`config.mk`:
```
export PLATFORM = sky130hd
export DESIGN_NAME = simd_align_shifter_pipe_flat
export DESIGN_NICKNAME = d
export VERILOG_FILES = /design/src/rtl/simd_align_shifter_pipe_if.sv /design/src/rtl/simd_align_shifter_pipe.sv /design/src/flat_wrapper.sv
export SDC_FILE = /design/constraint.sdc
export NUM_CORES = 1
export LEC_CHECK = 0
export ABC_AREA = 0
export CAP_MARGIN = 20
export CELL_PAD_IN_SITES_DETAIL_PLACEMENT = 0
export CELL_PAD_IN_SITES_GLOBAL_PLACEMENT = 1
export CORE_MARGIN = 5
export CORE_UTILIZATION = 29
export DETAILED_ROUTE_END_ITERATION = 8
export PLACE_DENSITY = 0.67
export SETUP_SLACK_MARGIN = 0.5
export SYNTH_ARGS = -nofsm -noshare
export SYNTH_HDL_FRONTEND = slang
export SYNTH_SLANG_ARGS = --single-unit
```
`constraint.sdc`:
```
create_clock -name clk -period 3 [get_ports clk]
set_input_delay 0.6 -clock clk [delete_from_list [all_inputs] [get_ports clk]]
set_output_delay 0.6 -clock clk [all_outputs]
set_load 0.005 [all_outputs]
```
`src/rtl/simd_align_shifter_pipe_if.sv`:
```
// -----------------------------------------------------------------------------
// simd_align_pkg / simd_align_shifter_pipe_if
//
// Purpose:
//   The package holds the floating-point format enumeration shared by the
//   shifter and its users. The interface bundles the input and output
//   valid/ready channels of simd_align_shifter_pipe.
//
// Port summary (interface signals):
//   in_valid / in_ready        input beat handshake
//   in_fmt, in_x, in_s, in_tag input beat payload (format, significand,
//                              shift amount, sideband tag)
//   out_valid / out_ready      result beat handshake
//   out_fmt, out_r, out_tag    result beat payload
//   out_sticky_h, out_sticky_l per-lane sticky bits
//
// Modports:
//   master - producer of input beats and consumer of results
//   slave  - the shifter itself
// -----------------------------------------------------------------------------
package simd_align_pkg;

    typedef enum logic [1:0] {
        FP32 = 2'd0,
        FP16 = 2'd1,
        BF16 = 2'd2,
        FP8  = 2'd3
    } fp_fmt_e;

endpackage

interface simd_align_shifter_pipe_if #(
    parameter int FRAC32 = 24,
    parameter int GRD32  = 2,
    parameter int TAG_W  = 4
) ();
    import simd_align_pkg::*;

    localparam int W32 = FRAC32 + GRD32;

    logic              in_valid;
    logic              in_ready;
    fp_fmt_e           in_fmt;
    logic [FRAC32-1:0] in_x;
    logic [7:0]        in_s;
    logic [TAG_W-1:0]  in_tag;

    logic              out_valid;
    logic              out_ready;
    fp_fmt_e           out_fmt;
    logic [W32-1:0]    out_r;
    logic              out_sticky_h;
    logic              out_sticky_l;
    logic [TAG_W-1:0]  out_tag;

    modport master (
        output in_valid, in_fmt, in_x, in_s, in_tag, out_ready,
        input  in_ready, out_valid, out_fmt, out_r, out_sticky_h, out_sticky_l, out_tag
    );

    modport slave (
        input  in_valid, in_fmt, in_x, in_s, in_tag, out_ready,
        output in_ready, out_valid, out_fmt, out_r, out_sticky_h, out_sticky_l, out_tag
    );

endinterface

```
`src/rtl/simd_align_shifter_pipe.sv`:
```
// -----------------------------------------------------------------------------
// simd_align_shifter_pipe
//
// Purpose:
//   Alignment right-shifter for an FP adder. Shifts either one FP32
//   significand (with guard bits) or two packed FP16-lane significands by an
//   exponent difference, producing a sticky bit per lane. The five shift
//   levels (16, 8, 4, 2, 1) may each be followed by an optional pipeline
//   register; the output register is always present. A global advance enable
//   provides valid/ready flow control with full throughput.
//
// Ports:
//   clk  - clock
//   rst  - synchronous active-high reset, discards all in-flight beats
//   bus  - simd_align_shifter_pipe_if.slave (input and output channels)
// -----------------------------------------------------------------------------
module simd_align_shifter_pipe
    import simd_align_pkg::*;
#(
    parameter int         FRAC32    = 24,
    parameter int         GRD32     = 2,
    parameter int         FRAC16    = 8,
    parameter int         PAD16     = 5,
    parameter logic [4:0] REG_AFTER = 5'b00000,
    parameter int         TAG_W     = 4
) (
    input logic                      clk,
    input logic                      rst,
    simd_align_shifter_pipe_if.slave bus
);

    localparam int         W32   = FRAC32 + GRD32;
    localparam int         W16   = FRAC16 + PAD16;
    localparam logic [7:0] W32_S = 8'(W32);
    localparam logic [3:0] W16_S = 4'(W16);

    if (W32 != 2 * W16) begin : g_bad_geometry
        $error("simd_align_shifter_pipe: W32 must equal 2*W16");
    end

    // One beat as it moves through the shift levels. sel_l drives the FP32
    // shift (and the low FP16 lane); sel_h drives the high FP16 lane. zero_*
    // remember that the amount saturated so the result is masked at the end.
    typedef struct packed {
        logic             valid;
        fp_fmt_e          fmt;
        logic [TAG_W-1:0] tag;
        logic [W32-1:0]   data;
        logic             sticky_h;
        logic             sticky_l;
        logic [4:0]       sel_h;
        logic [4:0]       sel_l;
        logic             zero_h;
        logic             zero_l;
    } stage_t;

    typedef struct packed {
        logic             valid;
        fp_fmt_e          fmt;
        logic [TAG_W-1:0] tag;
        logic [W32-1:0]   data;
        logic             sticky_h;
        logic             sticky_l;
    } out_t;

    logic   en;
    stage_t head;
    stage_t tail;
    out_t   out_q;
    out_t   out_nxt;
    logic   sat_h;
    logic   sat_l;
    logic   sat32;

    // A stall at the output freezes every stage; bubbles are not squeezed.
    assign en           = !out_q.valid || bus.out_ready;
    assign bus.in_ready = en;

    // Operand formation and saturation of the shift amount. Saturated amounts
    // force every level select so all bits fall into the sticky.
    always_comb begin
        head       = '0;
        sat_h      = 1'b0;
        sat_l      = 1'b0;
        sat32      = 1'b0;
        head.valid = bus.in_valid;
        head.fmt   = bus.in_fmt;
        head.tag   = bus.in_tag;
        if (bus.in_fmt == FP16) begin
            sat_h       = (bus.in_s[7:4] >= W16_S);
            sat_l       = (bus.in_s[3:0] >= W16_S);
            head.data   = {bus.in_x[FRAC32-1 -: FRAC16], {PAD16{1'b0}},
                           bus.in_x[FRAC32/2-1 -: FRAC16], {PAD16{1'b0}}};
            head.sel_h  = sat_h ? 5'b01111 : {1'b0, bus.in_s[7:4]};
            head.sel_l  = sat_l ? 5'b01111 : {1'b0, bus.in_s[3:0]};
            head.zero_h = sat_h;
            head.zero_l = sat_l;
        end else begin
            sat32       = (bus.in_s >= W32_S);
            head.data   = {bus.in_x, {GRD32{1'b0}}};
            head.sel_h  = 5'b00000;
            head.sel_l  = sat32 ? 5'b11111 : bus.in_s[4:0];
            head.zero_h = 1'b0;
            head.zero_l = sat32;
        end
    end

    for (genvar j = 0; j < 5; j++) begin : g_lvl
        localparam int K  = 4 - j;
        localparam int SH = 1 << K;
        localparam logic [W32-1:0] M32 = W32'((64'd1 << SH) - 64'd1);
        localparam logic [W16-1:0] M16 = W16'((64'd1 << SH) - 64'd1);

        stage_t         d_in;
        stage_t         d_out;
        stage_t         nxt;
        logic [W16-1:0] hi;
        logic [W16-1:0] lo;

        if (j == 0) begin : g_first
            assign d_in = head;
        end else begin : g_chain
            assign d_in = g_lvl[j-1].d_out;
        end

        // Shift by 2^K; in FP16 mode each lane shifts on its own select so
        // nothing crosses the lane boundary. Shifted-out bits feed the sticky.
        always_comb begin
            nxt = d_in;
            hi  = d_in.data[W32-1:W16];
            lo  = d_in.data[W16-1:0];
            if (d_in.fmt == FP16) begin
                if (d_in.sel_h[K]) begin
                    nxt.sticky_h = d_in.sticky_h | (|(hi & M16));
                    hi           = hi >> SH;
                end else begin
                    nxt.sticky_h = d_in.sticky_h;
                end
                if (d_in.sel_l[K]) begin
                    nxt.sticky_l = d_in.sticky_l | (|(lo & M16));
                    lo           = lo >> SH;
                end else begin
                    nxt.sticky_l = d_in.sticky_l;
                end
                nxt.data = {hi, lo};
            end else begin
                if (d_in.sel_l[K]) begin
                    nxt.sticky_l = d_in.sticky_l | (|(d_in.data & M32));
                    nxt.data     = d_in.data >> SH;
                end else begin
                    nxt.data     = d_in.data;
                end
            end
        end

        if (REG_AFTER[K]) begin : g_reg
            stage_t q;

            // Optional pipeline register after this level.
            always_ff @(posedge clk) begin
                if (rst) begin
                    q <= '0;
                end else if (en) begin
                    q <= nxt;
                end else begin
                    q <= q;
                end
            end

            assign d_out = q;
        end else begin : g_comb
            assign d_out = nxt;
        end
    end

    assign tail = g_lvl[4].d_out;

    logic unused_sel;
    assign unused_sel = ^{tail.sel_h, tail.sel_l};

    // Result masking for saturated amounts; payload only updates on a valid beat.
    always_comb begin
        out_nxt       = out_q;
        out_nxt.valid = tail.valid;
        if (tail.valid) begin
            out_nxt.fmt      = tail.fmt;
            out_nxt.tag      = tail.tag;
            out_nxt.sticky_h = tail.sticky_h;
            out_nxt.sticky_l = tail.sticky_l;
            if (tail.fmt == FP16) begin
                out_nxt.data = {tail.zero_h ? {W16{1'b0}} : tail.data[W32-1:W16],
                                tail.zero_l ? {W16{1'b0}} : tail.data[W16-1:0]};
            end else begin
                out_nxt.data = tail.zero_l ? {W32{1'b0}} : tail.data;
            end
        end else begin
            out_nxt.data = out_q.data;
        end
    end

    // Output register, always present; holds while stalled.
    always_ff @(posedge clk) begin
        if (rst) begin
            out_q <= '0;
        end else if (en) begin
            out_q <= out_nxt;
        end else begin
            out_q <= out_q;
        end
    end

    assign bus.out_valid    = out_q.valid;
    assign bus.out_fmt      = out_q.fmt;
    assign bus.out_tag      = out_q.tag;
    assign bus.out_r        = out_q.data;
    assign bus.out_sticky_h = out_q.sticky_h;
    assign bus.out_sticky_l = out_q.sticky_l;

endmodule

```
`src/flat_wrapper.sv`:
```
// flat-port wrapper written by rule: the top's interface ports become plain ports
module simd_align_shifter_pipe_flat import simd_align_pkg::*;
#(
    parameter int         FRAC32    = 24,
    parameter int         GRD32     = 2,
    parameter int         FRAC16    = 8,
    parameter int         PAD16     = 5,
    parameter logic [4:0] REG_AFTER = 5'b00000,
    parameter int         TAG_W     = 4
)
  (clk, rst, bus_in_valid, bus_in_fmt, bus_in_x, bus_in_s, bus_in_tag, bus_out_ready, bus_in_ready, bus_out_valid, bus_out_fmt, bus_out_r, bus_out_sticky_h, bus_out_sticky_l, bus_out_tag);
  simd_align_shifter_pipe_if #(.FRAC32(FRAC32), .GRD32(GRD32), .TAG_W(TAG_W)) bus_i ();
  input logic clk;
  input logic rst;
  input wire logic [$bits(bus_i.in_valid)-1:0] bus_in_valid;
  input wire logic [$bits(bus_i.in_fmt)-1:0] bus_in_fmt;
  input wire logic [$bits(bus_i.in_x)-1:0] bus_in_x;
  input wire logic [$bits(bus_i.in_s)-1:0] bus_in_s;
  input wire logic [$bits(bus_i.in_tag)-1:0] bus_in_tag;
  input wire logic [$bits(bus_i.out_ready)-1:0] bus_out_ready;
  output wire logic [$bits(bus_i.in_ready)-1:0] bus_in_ready;
  output wire logic [$bits(bus_i.out_valid)-1:0] bus_out_valid;
  output wire logic [$bits(bus_i.out_fmt)-1:0] bus_out_fmt;
  output wire logic [$bits(bus_i.out_r)-1:0] bus_out_r;
  output wire logic [$bits(bus_i.out_sticky_h)-1:0] bus_out_sticky_h;
  output wire logic [$bits(bus_i.out_sticky_l)-1:0] bus_out_sticky_l;
  output wire logic [$bits(bus_i.out_tag)-1:0] bus_out_tag;
  assign bus_i.in_valid = bus_in_valid;
  assign bus_i.in_fmt = bus_in_fmt;
  assign bus_i.in_x = bus_in_x;
  assign bus_i.in_s = bus_in_s;
  assign bus_i.in_tag = bus_in_tag;
  assign bus_i.out_ready = bus_out_ready;
  assign bus_in_ready = bus_i.in_ready;
  assign bus_out_valid = bus_i.out_valid;
  assign bus_out_fmt = bus_i.out_fmt;
  assign bus_out_r = bus_i.out_r;
  assign bus_out_sticky_h = bus_i.out_sticky_h;
  assign bus_out_sticky_l = bus_i.out_sticky_l;
  assign bus_out_tag = bus_i.out_tag;
  simd_align_shifter_pipe #(.FRAC32(FRAC32), .GRD32(GRD32), .FRAC16(FRAC16), .PAD16(PAD16), .REG_AFTER(REG_AFTER), .TAG_W(TAG_W)) u_core (.clk(clk), .rst(rst), .bus(bus_i));
endmodule
```
==> qor.yml, run 1 <==
final_timing:
  tightest_slew_ps: 805
  timing.final.crit_share: 0.830
  setup_viol: 0
  rsz0062_at_grt: "yes"
  hold_viol: 0
  slew_headroom: 0.457
logic_synthesis:
  netlist_instances: 505
  async_flop_share: 0
  ys_ff: 35
  yosys_area_um2: 3660
  yosysSeqAreaShare: 0.191
  ys_sh_mux: 0.0724
  netlist.area_leader.share: 0.191
  ff_type: "dfxtp_1"
  aoi_share: 0.401
  synthSimpleGateAreaFrac: 0.257
  topCombFamilyByArea: "AND-OR/OR-AND gates"
setup_path:
  r2r_end: "u_core.bus.out_r[14]$_SDFFE_PP0P_"
  r2r_slack_ps: 1380
  crit_buf_inv: 2
  cp_num_cells: 7
  cp_slowest_cell: "clkdlybuf4s50_1"
  cp_data_required_time_ps: 3210
  critPathLaunchType: "input port"
cells_and_area:
  drive_above_1_share: 0.343
  n_antenna_cell: 0
clocking:
  tritoncts: "done"
  cts-resized-gates: 52
  clkTransAtPathRegs_ps: 60
  ctsHoldBuffers: 0
  clock_sinks: 35
  htreeDepth: 2
  cts_root_buf: "clkbuf_16"
floorplan:
  ios: 78
  rows: 41
  fp_util: 0.293
drt:
  highest_layer: "met4"
  met3WireLength_um: 863
  drtPass1Iterations: 8
  m1WireLength_um: 7250
  ant_nets: 0
grt:
  grt.met1_usage: 0.292
  grt_pass1_wl_um: 26300
  antenna_found_initial: 0
  grt_remaining_overflow: 0
status:
  status: "finished, final reports clean"
power:
  clockPowerShare: 0.333
  p_sw_uw: 597
  leakagePower_uw: 0.00233
min_path:
  hold_path_depth: 2
  min_from: "u_core.bus.out_tag[2]$_SDFFE_PP0P_"
==> run 1: final cells by class <==
cell class	instances	area (µm²)	share of cell area
Sequential cell	35	701	0.116
Multi-Input combinational cell	408	2950	0.491
Clock inverter	3	43.8	0.00728
Inverter	10	37.5	0.00624
Tap cell	172	215	0.0358
Timing Repair Buffer	219	1940	0.322
Clock buffer	5	125	0.0208
==> run 1: power groups by stage <==
| stage | sequential [µW] | clock (µW) | combinational, µW |
|---|---|---|---|
| 4_1_cts | 495 | 617 | 684 |
| 2_1_floorplan | 504 | 0 | 320 |
| 3_5_place_dp | 505 | 0 | 642 |
| 5_1_grt | 497 | 634 | 769 |
| 6_report | 495 | 606 | 719 |
| 3_3_place_gp | 504 | 0 | 641 |
==> run 1: through the flow <==
step	area [µm²]	setup WS (ps)	utilization	power [µW]	hold slack, ps
floorplan	3730	363	-	824	448
global placement	5420	-181	0.433	1150	441
detailed placement	5420	-211	0.433	1150	452
CTS	5840	465	0.467	1800	459
global route	6010	436	0.481	1900	483
finish	6010	511	0.481	1820	458
==> run 1: flip-flops by register name, indices dropped and copies added, names as in the netlist <==
| register | flops |
|---|---|
| u_core.bus.out_sticky_l | 1 |
| u_core.bus.out_r | 26 |
| u_core.bus.out_fmt | 2 |
| u_core.bus.out_sticky_h | 1 |
| u_core.bus.out_tag | 4 |
| u_core.bus.out_valid | 1 |
==> run 1: cell usage in the layout (no fill, tap or decap), drive strengths merged, types with 11 or more instances in the layout <==
master / n
a211oi: 11
a21oi: 38
a221oi: 12
a31oi: 18
buf: 147
clkdlybuf4s50: 66
dfxtp: 35
mux2i: 16
nand2: 53
nand3: 19
nor2: 42
nor3: 26
o21ai: 38
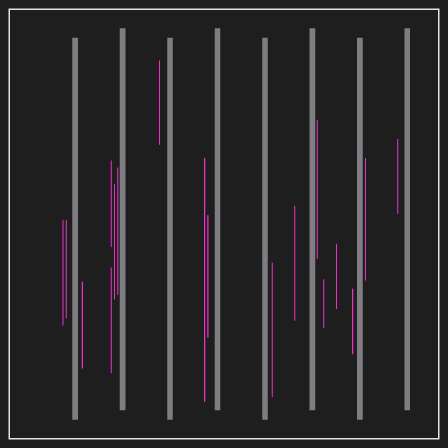
Run 1: M4 wires
Supply wires on this layer in grey.
wire length on this layer	549 µm
main direction	vertical
Total Wirelength: 16,800 µm
vias: 4,874

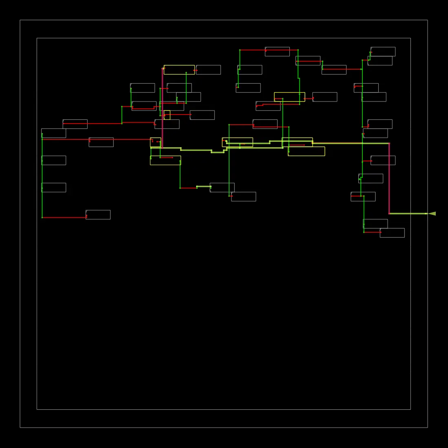
Run 1: clock wiring as the flow saved it
clock buffers: 5
Fin Clk Skew: 5.65 ps

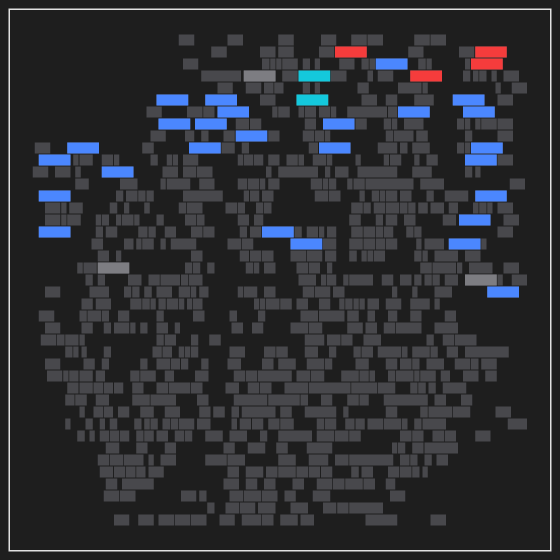
Run 1: where the registers sit
colour	signal	placed flops
blue	u_core.bus.out_r	26
red	u_core.bus.out_tag	4
cyan	u_core.bus.out_fmt	2
not coloured	3
Seq/total area: 0.116
register area: 701 µm²
final core occ: 0.481

==> run 2, diff against run 1 <==
==> constraint.sdc (replaced) <==
create_clock -name clk -period 2.54 [get_ports clk]
set_input_delay 0.508 -clock clk [delete_from_list [all_inputs] [get_ports clk]]
set_output_delay 0.508 -clock clk [all_outputs]
set_load 0.005 [all_outputs]
==> run 2 against run 1 <==
Net effect: first-iteration DRC count rose by 19%; sequential share of layout area fell by 2.0 points; via count rose by 8.3%; flip-flop count did not move; register-to-register slack got worse by 450 ps; clock power barely moved; setup slack got worse by 390 ps; global-route usage rose by 1.8 points; wire length rose by 13%; non-clock buffer count rose by 62; cell count rose by 7.2%; worst hold slack got worse by 8.1 ps; largest power group unchanged.
==> qor.yml, run 2 <==
status:
  status: "finished, final reports clean"  # unchanged
clocking:
  clock_sinks: 35  # unchanged
  tritoncts: "done"  # unchanged
  ctsHoldBuffers: 0  # unchanged
cells_and_area:
  logic_gate_count: 408  # unchanged
  regArea_um2: 701  # unchanged
  layout_top_cells: "160 x buf_4, 66 x clkdlybuf4s50_1, 47 x nand2_1"  # was 124 x buf_4, 66 x clkdlybuf4s50_1, 52 x nand2_1
  n_all_buffers: 281  # was 219
  largest_register_ffs: 26  # unchanged
  nNonClkInverters: 10  # unchanged
  n_antenna_cell: 0  # unchanged
  layout_top_cell: "buf_4"  # unchanged
  comb_share: 0.499  # was 0.491
  drive_above_1_share: 0.497  # was 0.343
floorplan:
  ios: 78  # unchanged
  n_tap_cell: 172  # unchanged
drt:
  ant_nets: 0  # unchanged
  vias: 5277  # was 4,874
power:
  p_sw_uw: 785  # was 597 µW
  finalPower_uw: 2260  # was 1820 µW
  clockPowerShare: 0.269  # was 0.333
  leakagePower_uw: 0.00277  # was 0.00233 µW
setup_path:
  cp_data_required_time_ps: 2730  # was 3210 ps
  critPathLaunchType: "input port"  # unchanged
  crit_buf_inv: 3  # was 2
grt:
  antenna_found_initial: 0  # unchanged
  grt_remaining_overflow: 0  # unchanged
logic_synthesis:
  ff_type: "dfxtp_1"  # unchanged
  netlist_instances: 505  # unchanged
  ys_ff: 35  # unchanged
  topCombFamilyByArea: "AND-OR/OR-AND gates"  # unchanged
  async_flop_share: 0  # unchanged
  yosys_area_um2: 3660  # unchanged
final_timing:
  hold_viol: 0  # unchanged
  postLayoutSetupSlackWorst_ps: 122  # was 511 ps
  slew_headroom: 0.577  # was 0.457
  setup_viol: 0  # unchanged
place:
  dp_slack_ps: -713  # was -211 ps
## run 2: cell counts after synthesis
Identical to the previous run, type by type.
## run 2: what timing repair did
action,4_1_cts,5_1_grt
hold endpoints to repair,0,0
resized,167,90
cloned,2,1
endpoints found under the setup margin,29,28
pin swaps,49,59
setup buffers,27,14
## run 2: final timing paths
check,start,slack [ps],endpoint,cells after the start
min,u_core.bus.out_tag[2]$_SDFFE_PP0P_,450,u_core.bus.out_tag[2]$_SDFFE_PP0P_,2
max reg2reg,u_core.bus.out_valid$_SDFFE_PP0N_,930,u_core.bus.out_r[14]$_SDFFE_PP0P_,6
max,bus_in_s[4],120,u_core.bus.out_r[23]$_SDFFE_PP0P_,10
min reg2reg,u_core.bus.out_tag[2]$_SDFFE_PP0P_,450,u_core.bus.out_tag[2]$_SDFFE_PP0P_,2
## run 2: stage by stage
stage	util	instances	instance area (µm²)
2_1_floorplan	-	505	3790
3_3_place_gp	0.458	862	5730
3_5_place_dp	0.458	862	5730
4_1_cts	0.537	898	6720
5_1_grt	0.579	913	7250
6_report	0.579	913	7250
## run 2: metal layers
metal  vias to the layer above  global-route usage  share of wire  wire length, µm
met1                      2579               0.300           0.41             7690
met4                         0              0.0903          0.039              735
met5                         -                   0              0                0
met3                        54              0.0479          0.069             1310
met2                       217               0.408           0.49             9190
li1                       2427                   -              -                -
## run 2: power groups by stage
| stage | Combinational [µW] | Sequential (µW) | Clock [µW] |
|---|---|---|---|
| after CTS | 947 | 586 | 614 |
| after global placement | 807 | 596 | 0 |
| after detailed placement | 808 | 597 | 0 |
| after global routing | 1120 | 588 | 645 |
| final | 1070 | 585 | 606 |
| after floorplan | 388 | 596 | 0 |
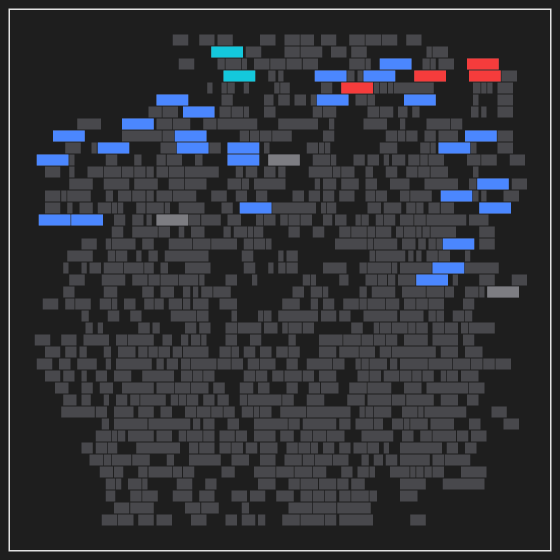
Run 2: where the registers sit
colour	signal	placed flops
blue	u_core.bus.out_r	26
cyan	u_core.bus.out_fmt	2
red	u_core.bus.out_tag	4
final core occ: 0.579
sequential logic power: 585 µW
Seq/total area: 0.0966

==> run 3, diff against run 2 <==
--- a/config.mk
+++ b/config.mk
@@ -6,12 +6,14 @@
 export NUM_CORES = 1
 export LEC_CHECK = 0
 export ABC_AREA = 0
+export ABC_CLOCK_PERIOD_IN_PS = 2540
 export CAP_MARGIN = 20
 export CELL_PAD_IN_SITES_DETAIL_PLACEMENT = 0
 export CELL_PAD_IN_SITES_GLOBAL_PLACEMENT = 1
 export CORE_MARGIN = 5
 export CORE_UTILIZATION = 29
 export DETAILED_ROUTE_END_ITERATION = 8
+export GPL_TIMING_DRIVEN = 1
 export PLACE_DENSITY = 0.67
 export SETUP_SLACK_MARGIN = 0.5
 export SYNTH_ARGS = -nofsm -noshare
==> run 3 against run 2 <==
Net effect: highest routed layer unchanged; clock skew unchanged; clock-buffer cell count unchanged; critical path depth unchanged; global-route usage stayed put; combinational power about the same; flip-flop count is the same; die area unchanged; wire length unchanged.
==> qor.yml, run 3 <==
status:
  status: "finished, final reports clean"  # unchanged
logic_synthesis:
  ys_ff: 35  # unchanged
  ys_sh_mux: 0.0724  # unchanged
  netlist_instances: 505  # unchanged
  topCombFamilyByArea: "AND-OR/OR-AND gates"  # unchanged
  async_flop_share: 0  # unchanged
  netlist.area_leader.share: 0.191  # unchanged
  yosys_area_um2: 3660  # unchanged
  yosysSeqAreaShare: 0.191  # unchanged
  ff_type: "dfxtp_1"  # unchanged
clocking:
  cts_root_buf: "clkbuf_16"  # unchanged
  ctsHoldBuffers: 0  # unchanged
  htreeDepth: 2  # unchanged
  clkTransAtPathRegs_ps: 50  # about the same
  tritoncts: "done"  # unchanged
cells_and_area:
  comb_share: 0.499  # unchanged
  logic_gate_count: 408  # unchanged
  seq_share: 0.0966  # unchanged
  n_antenna_cell: 0  # unchanged
  fin_area_um2: 7250  # unchanged
  layout_top_cell: "buf_4"  # unchanged
  largest_class: "multi-input combinational cells"  # unchanged
  drive_above_1_share: 0.497  # unchanged
  clk_share: 0.0198  # unchanged
  regArea_um2: 701  # unchanged
  layout_top_cells: "160 x buf_4, 66 x clkdlybuf4s50_1, 47 x nand2_1"  # unchanged
  finalNonFillerCells: 913  # unchanged
  nNonClkInverters: 10  # unchanged
  comb_area_um2: 3620  # unchanged
  n_all_buffers: 281  # unchanged
power:
  clockPowerShare: 0.269  # about the same
  maxPowerGroup: "combinational logic"  # unchanged
  leakagePower_uw: 0.00277  # unchanged
  comb_cell_power_uw: 1070  # about the same
  p_clk_uw: 606  # about the same
  finalPower_uw: 2260  # unchanged
final_timing:
  postLayoutSetupSlackWorst_ps: 122  # unchanged
  timing.final.crit_share: 0.952  # unchanged
  hold_viol: 0  # unchanged
  fin_skew_ps: 2.72  # unchanged
setup_path:
  reg2reg_from: "u_core.bus.out_valid$_SDFFE_PP0N_"  # unchanged
  r2r_end: "u_core.bus.out_r[14]$_SDFFE_PP0P_"  # unchanged
min_path:
  min_from: "u_core.bus.out_tag[2]$_SDFFE_PP0P_"  # unchanged
  hold_path_depth: 2  # unchanged
place:
  dp_cells: 862  # unchanged
drt:
  drtPass1Iterations: 5  # unchanged
grt:
  antenna_found_initial: 0  # unchanged
  grt_remaining_overflow: 0  # unchanged
floorplan:
  fp_util: 0.293  # unchanged
-- run 3: cell counts in the layout (fill, tap and decap cells not counted) --
No cell type changed its count.
-- run 3: routing by layer --
metal | up-vias | part of all wire | track usage
met1 | 2579 | 0.41 | 0.300
met3 | 54 | 0.069 | 0.0479
met5 | - | 0 | 0
li1 | 2427 | - | -
met4 | 0 | 0.039 | 0.0903
met2 | 217 | 0.49 | 0.408
-- run 3: worst max-delay path: stages --
cell,delay (ps)
buf_8,90
or4_4,590
o31ai_4,310
buf_6,180
buf_8,140
a31oi_4,100
a21oi_4,170
and2_4,190
nand3_2,70
a311oi_1,250
-- run 3: timing repair --
| item | in CTS | in global routing |
|---|---|---|
| cloned | 2 | 1 |
| setup endpoints to repair | 29 | 28 |
| setup buffers | 27 | 14 |
| resized | 167 | 90 |
| pin swaps | 49 | 59 |
-- run 3: metrics by stage --
step | hold slack (ps) | setup TNS (ps)
after floorplan | 448 | -5.17
after global placement | 441 | -16610
after detailed placement | 446 | -16300
after CTS | 453 | 0
after global routing | 475 | 0
final | 450 | 0
-- run 3: worst max-delay path by stage --
stage                                              endpoint        start  slack, ps  cells after the start
final                     u_core.bus.out_r[23]$_SDFFE_PP0P_  bus_in_s[4]        120                     10
after global routing      u_core.bus.out_r[17]$_SDFFE_PP0P_  bus_in_s[4]         50                     11
after CTS                 u_core.bus.out_r[23]$_SDFFE_PP0P_  bus_in_s[6]         90                     10
after detailed placement  u_core.bus.out_r[13]$_SDFFE_PP0P_  bus_in_s[7]       -710                     10
after global placement    u_core.bus.out_r[13]$_SDFFE_PP0P_  bus_in_s[7]       -690                     10
after floorplan           u_core.bus.out_r[19]$_SDFFE_PP0P_  bus_in_s[6]         -5                      9
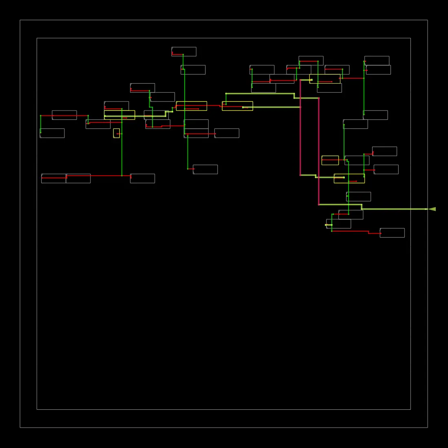
Run 3: clock wiring as the flow saved it
clock buffers: 6
TritonCTS Sinks: 35

Power is estimated from default activity; no workload was simulated.
